### src/rtl/seg7_pkg.sv
// Shared types, segment glyph table and decode helper for the 7-segment scan controller.
package seg7_pkg;

  // Segment pattern {g,f,e,d,c,b,a}, active low
  typedef logic [6:0] seg7_t;

  localparam seg7_t SEG7_BLANK = 7'h7F;

  localparam seg7_t SEG7_DEC [16] = '{
    7'h40, 7'h79, 7'h24, 7'h30,
    7'h19, 7'h12, 7'h02, 7'h78,
    7'h00, 7'h10, 7'h08, 7'h03,
    7'h46, 7'h21, 7'h06, 7'h0E
  };

  typedef enum logic {
    BLANK = 1'b0,
    SHOW  = 1'b1
  } scan_state_t;

  function automatic seg7_t seg7_decode(input logic [3:0] nibble);
    return SEG7_DEC[nibble];
  endfunction

endpackage

### src/rtl/seg7_tick_gen.sv
// Slot timebase: counts 0..REFRESH_DIV-1 and flags the blanking window and the last cycle of a slot.
module seg7_tick_gen #(
  parameter int unsigned REFRESH_DIV = 50000,
  parameter int unsigned BLANK_CYC   = 500
) (
  input  logic clk,
  input  logic rst,
  output logic in_blank,
  output logic in_blank_next,
  output logic slot_end
);

  localparam int unsigned CNT_W = (REFRESH_DIV > 1) ? $clog2(REFRESH_DIV) : 1;

  logic [CNT_W-1:0] tick_cnt;
  logic [CNT_W-1:0] tick_cnt_next;

  // Wrap at the end of the slot; in_blank_next lets the owner register outputs without a lag cycle.
  always_comb begin
    slot_end      = (tick_cnt == CNT_W'(REFRESH_DIV - 1));
    tick_cnt_next = slot_end ? '0 : tick_cnt + CNT_W'(1);
    in_blank      = (tick_cnt < CNT_W'(BLANK_CYC));
    in_blank_next = (tick_cnt_next < CNT_W'(BLANK_CYC));
  end

  // Slot counter register
  always_ff @(posedge clk) begin
    if (rst) begin
      tick_cnt <= '0;
    end else begin
      tick_cnt <= tick_cnt_next;
    end
  end

endmodule

### src/rtl/seg7_scan_ctrl.sv
// Time-multiplexed scan controller for common-anode 7-segment digits on a shared segment bus.
// Accepts a packed hex word via valid/ready, double-buffers it and commits only at frame boundaries.
// Optional build macro SEG7_LZ_BLANK_EN: suppress leading zeros (digit 0 is always shown).
module seg7_scan_ctrl
  import seg7_pkg::*;
#(
  parameter int unsigned NUM_DIGITS  = 4,
  parameter int unsigned REFRESH_DIV = 50000,
  parameter int unsigned BLANK_CYC   = 500
) (
  input  logic                    clk,
  input  logic                    rst,
  input  logic                    load_valid,
  output logic                    load_ready,
  input  logic [4*NUM_DIGITS-1:0] value_in,
  output seg7_t                   seg_n,
  output logic [NUM_DIGITS-1:0]   digit_en_n,
  output logic                    frame_done
);

  localparam int unsigned IDX_W = $clog2(NUM_DIGITS);
  localparam logic [IDX_W-1:0] LAST_IDX = IDX_W'(NUM_DIGITS - 1);

  scan_state_t state;
  scan_state_t state_next;

  logic [IDX_W-1:0]        digit_idx;
  logic [IDX_W-1:0]        idx_next;
  logic [4*NUM_DIGITS-1:0] disp;
  logic [4*NUM_DIGITS-1:0] disp_next;
  logic [4*NUM_DIGITS-1:0] pend;
  logic                    pend_v;
  logic                    pend_v_next;

  logic                    in_blank;
  logic                    in_blank_next;
  logic                    slot_end;
  logic                    frame_end;
  logic                    accept;

  seg7_t                   seg_next;
  logic [NUM_DIGITS-1:0]   en_next;
  logic [3:0]              nib;
  logic                    dark;

  seg7_tick_gen #(
    .REFRESH_DIV (REFRESH_DIV),
    .BLANK_CYC   (BLANK_CYC)
  ) u_tick (
    .clk           (clk),
    .rst           (rst),
    .in_blank      (in_blank),
    .in_blank_next (in_blank_next),
    .slot_end      (slot_end)
  );

  assign load_ready = !pend_v;
  assign accept     = load_valid && load_ready;
  assign frame_end  = slot_end && (digit_idx == LAST_IDX);

  // State register: scan phase and active digit
  always_ff @(posedge clk) begin
    if (rst) begin
      state     <= BLANK;
      digit_idx <= '0;
    end else begin
      state     <= state_next;
      digit_idx <= idx_next;
    end
  end

  // Next-state: phase follows the slot counter, digit advances at slot end
  always_comb begin
    state_next = in_blank_next ? BLANK : SHOW;
    idx_next   = digit_idx;
    if (slot_end) begin
      idx_next = (digit_idx == LAST_IDX) ? '0 : digit_idx + IDX_W'(1);
    end
  end

  // Buffer update: a word accepted on the boundary cycle lands in pend and waits a full frame,
  // since pend_v was clear so there is nothing to commit this time.
  always_comb begin
    disp_next   = disp;
    pend_v_next = pend_v;
    if (frame_end && pend_v) begin
      disp_next   = pend;
      pend_v_next = 1'b0;
    end
    if (accept) begin
      pend_v_next = 1'b1;
    end
  end

  // Buffer registers
  always_ff @(posedge clk) begin
    if (rst) begin
      disp   <= '0;
      pend   <= '0;
      pend_v <= 1'b0;
    end else begin
      disp   <= disp_next;
      pend_v <= pend_v_next;
      if (accept) begin
        pend <= value_in;
      end
    end
  end

  // Output decode from next-state values so the registered pins line up with the current state
  always_comb begin
    seg_next = SEG7_BLANK;
    en_next  = '1;
    nib      = '0;
    dark     = 1'b0;
    for (int unsigned i = 0; i < NUM_DIGITS; i++) begin
      if (idx_next == IDX_W'(i)) begin
        nib = disp_next[4*i +: 4];
      end
    end
`ifdef SEG7_LZ_BLANK_EN
    for (int unsigned i = 1; i < NUM_DIGITS; i++) begin
      if ((idx_next == IDX_W'(i)) && ((disp_next >> (4*i)) == '0)) begin
        dark = 1'b1;
      end
    end
`else
    dark = 1'b0;
`endif
    if ((state_next == SHOW) && !dark) begin
      en_next[idx_next] = 1'b0;
      seg_next          = seg7_decode(nib);
    end
  end

  // Output registers
  always_ff @(posedge clk) begin
    if (rst) begin
      seg_n      <= SEG7_BLANK;
      digit_en_n <= '1;
      frame_done <= 1'b0;
    end else begin
      seg_n      <= seg_next;
      digit_en_n <= en_next;
      frame_done <= frame_end;
    end
  end

  a_phase_tracks_tick: assert property (@(posedge clk) disable iff (rst)
    ((state == BLANK) == in_blank));

endmodule

### config.mk
export PLATFORM = sky130hd
export DESIGN_NAME = seg7_scan_ctrl
export DESIGN_NICKNAME = d
export VERILOG_FILES = /design/src/rtl/seg7_pkg.sv /design/src/rtl/seg7_tick_gen.sv /design/src/rtl/seg7_scan_ctrl.sv
export SDC_FILE = /design/constraint.sdc
export NUM_CORES = 1
export LEC_CHECK = 0
export ABC_CLOCK_PERIOD_IN_PS = 3300
export CORE_MARGIN = 2
export CORE_UTILIZATION = 53
export CTS_CLUSTER_DIAMETER = 100
export DETAILED_ROUTE_END_ITERATION = 10
export PLACE_DENSITY_LB_ADDON = 0.05
export SYNTH_ARGS = -nofsm -noshare
export SYNTH_HDL_FRONTEND = slang
export SYNTH_SLANG_ARGS = --single-unit
### constraint.sdc
create_clock -name clk -period 3.3 [get_ports clk]
set_input_delay 0.66 -clock clk [delete_from_list [all_inputs] [get_ports clk]]
set_output_delay 0.66 -clock clk [all_outputs]
set_load 0.005 [all_outputs]
==> images/cell_classes.png <==
Drawn at 4 px/um. Fill, decap, tap and diode cells in grey.
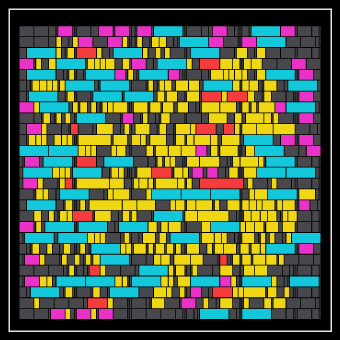
legend:
  clock drivers and dummy loads:
    colour: red
    cells: 16
  other buffers and delay cells:
    colour: magenta
    cells: 41
  all other logic:
    colour: yellow
    cells: 282
  flops:
    colour: cyan
    cells: 63

==> images/clock_map.png <==
Drawn at 6 px/um.
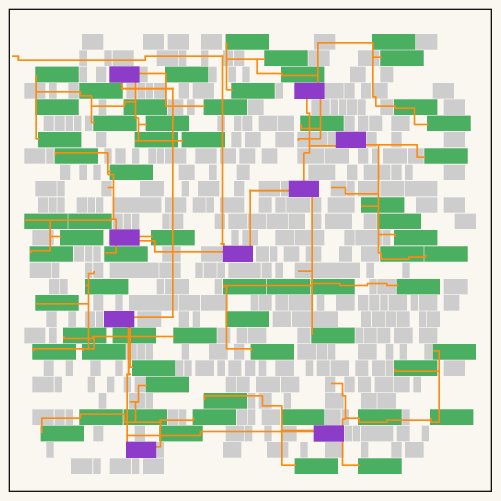
legend:
  clock wires:
    colour: orange
    length: 815 um
  cells driving clock nets:
    colour: purple
    count: 9
  flip-flops:
    colour: green
    count: 63
flops lie: spread over the die

==> images/final_clocks.png <==
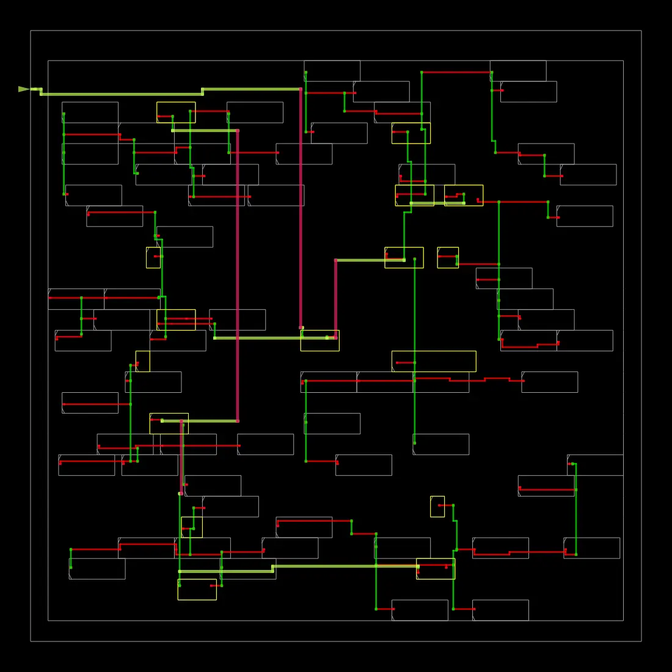
clk sink count: 63
Clock Skew: 0.008933 ns

==> deck_impl_summary.md <==
Implementation Results

STA
  • Period minus WS final: approximately 3.1 ns
  • Final worst slack: approximately 0.25 ns
  • Unrepaired setup endpoints after global routing: no
  • Worst hold slack: between 0.4 and 0.5 ns
  • Setup TNS: 0 ns
  • Worst-Margin Slew: 0.8002 ns
  • Final setup fails: 0

Routing
  • DR WL/cell: 13.50 um
  • Routed Antenna Nets: 0

Flow run
  • Count of tool warnings: 31
  • Maxcap violations: 0

Pwr
  • Clk pwr share: 43.8%
  • Seq group: approximately 790 uW
  • PwrDens: about 420 mW/mm2
  • Int Power: between 1000 and 1500 uW
  • Clk power: 666 uW
  • Sw Share: between 20 and 25%
  • Total combinational power: about 67 uW
  • Top power group: registers
  • Peak VDD IR: around 0.30 mV
  • Tot Pwr: roughly 1500 uW

Layout
  • Logic Gate Count: approximately 270
  • FF+latch area: 0.001261 mm2
  • Non-Filler Instances: 474
  • Logic area: ~0.0017 mm2
  • Flops: 63
  • Signal buf overhead: a little over a tenth
  • Ratio of cells with drive above 1 in the final layout: 11.69%
  • Top Layout Cells: nand2_1, dfxtp_1, a21oi_1

Critical path
  • Critical path destination: seg_n[5]$_SDFF_PP1_
  • Slowest stage cell, crit path: dfxtp_1
  • Most used cell along the critical path: inv_1
  • Slack of the worst reg-to-reg path: 0.25 ns
  • Worst reg2reg path startpoint: u_tick.tick_cnt[0]$_SDFF_PP0_
  • Critical path's top delay family: multiplexers
  • Slowest stage delay, CP: around 0.41 ns
  • CP Capture Type: register
  • Arrival @ worst endpoint: around 3.3 ns
  • Worst EP required: ~3.6 ns
  • Buffers and inverters on the worst path: 2
  • Nature of the critical path startpoint: register
  • Crit-path cells: ha_2, nand4b_1, nor4_4, mux2i_2, mux2_2, o22a_2, inv_1, ha_1, inv_1, mux2_1, o221ai_1

CTS
  • Num CTS Buffers: 9
  • Clk Tree Root Cell: clkbuf_8
  • Worst skew pair latency: between 0.3 and 0.4 ns
  • CTS tree: yes
  • Clk pin slew, worst setup/hold paths: approximately 0.070 ns
  • Post-CTS resize count: 0
  • H-tree lvl count: 3
  • CTS Buffer Depth: 2

Hold path
  • Worst hold start: disp[1]$_SDFF_PP0_
  • Hold Path Class: reg -> reg
  • Hold Path End: disp[1]$_SDFF_PP0_
  • Hold Path Depth: 2

Yosys
  • Basic Gates by Area: approximately a quarter
  • Yosys cell count: approximately 370
  • Syn Nets: ~400
  • Comb area leader: simple AND/OR/NAND/NOR gates
  • Most frequent cells after synthesis: nand2_1, dfxtp_1, a21oi_1
  • Cell type with the largest total area: dfxtp_1
  • Post-Synth Adder-Cell Area: 3.261%
  • Post-synth EDFFs: 0
  • Synth Area per Inst: 8.363 um2
  • Seq/Total Area, Yosys: roughly 41%
  • Mapped Area: just over 0.003 mm2

GRT
  • Top Usage Layer GRT: met2
  • Grt met1 use: between 20% and 30%
  • Largest net degree at the start of global routing: 26
  • First-pass GRT wire length: between 10000 and 15000 um
  • Antenna violations before repair: 0
  • GRT Resource Usage Total: about 22%

Place
  • Post-DP HPWL: around 4600 um
  • GP Congestion: around 0.87
  • Placed insts: between 400 and 500
  • DP Worst Slack: around 0.21 ns

Floorplan
  • Chip height: around 80 um
  • Core box area: approximately 0.0055 mm2
  • Die W: around 80 um
  • Taps Inserted: 72
  • Row count: 27
  • DIE AREA: between 0.006 and 0.007 mm2

Outcome
  • Outcome: finished clean
==> images/port_nets.png <==
Drawn at 4 px/um.
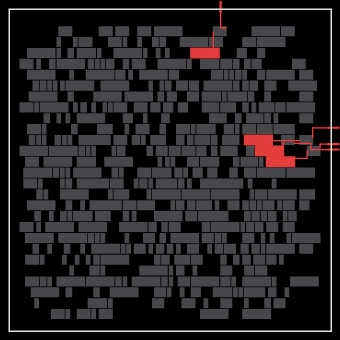
legend:
  `digit_en_n`:
    colour: red
    bits: 4
    direction: output
    end_cells: 4
    wire: 44.9 um
I/O Pins: 32
# port buffers: 31

==> images/met2.png <==
Drawn at 6 px/um. Cells faint in the background.
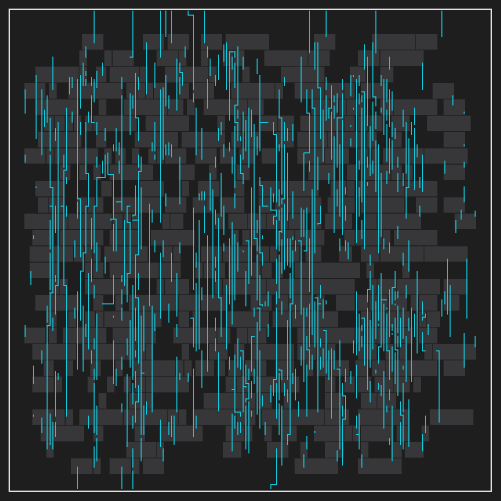
longest straight run: 27.2 um
main direction: vertical
wire length on this layer: 2960 um
share of all routed wire: 46%
nets with wire on the layer: 338
routed via count: 2606
final wirelength: 6398 um
M2 GR Usage: 34.33%

Power and IR drop assume default switching activity.
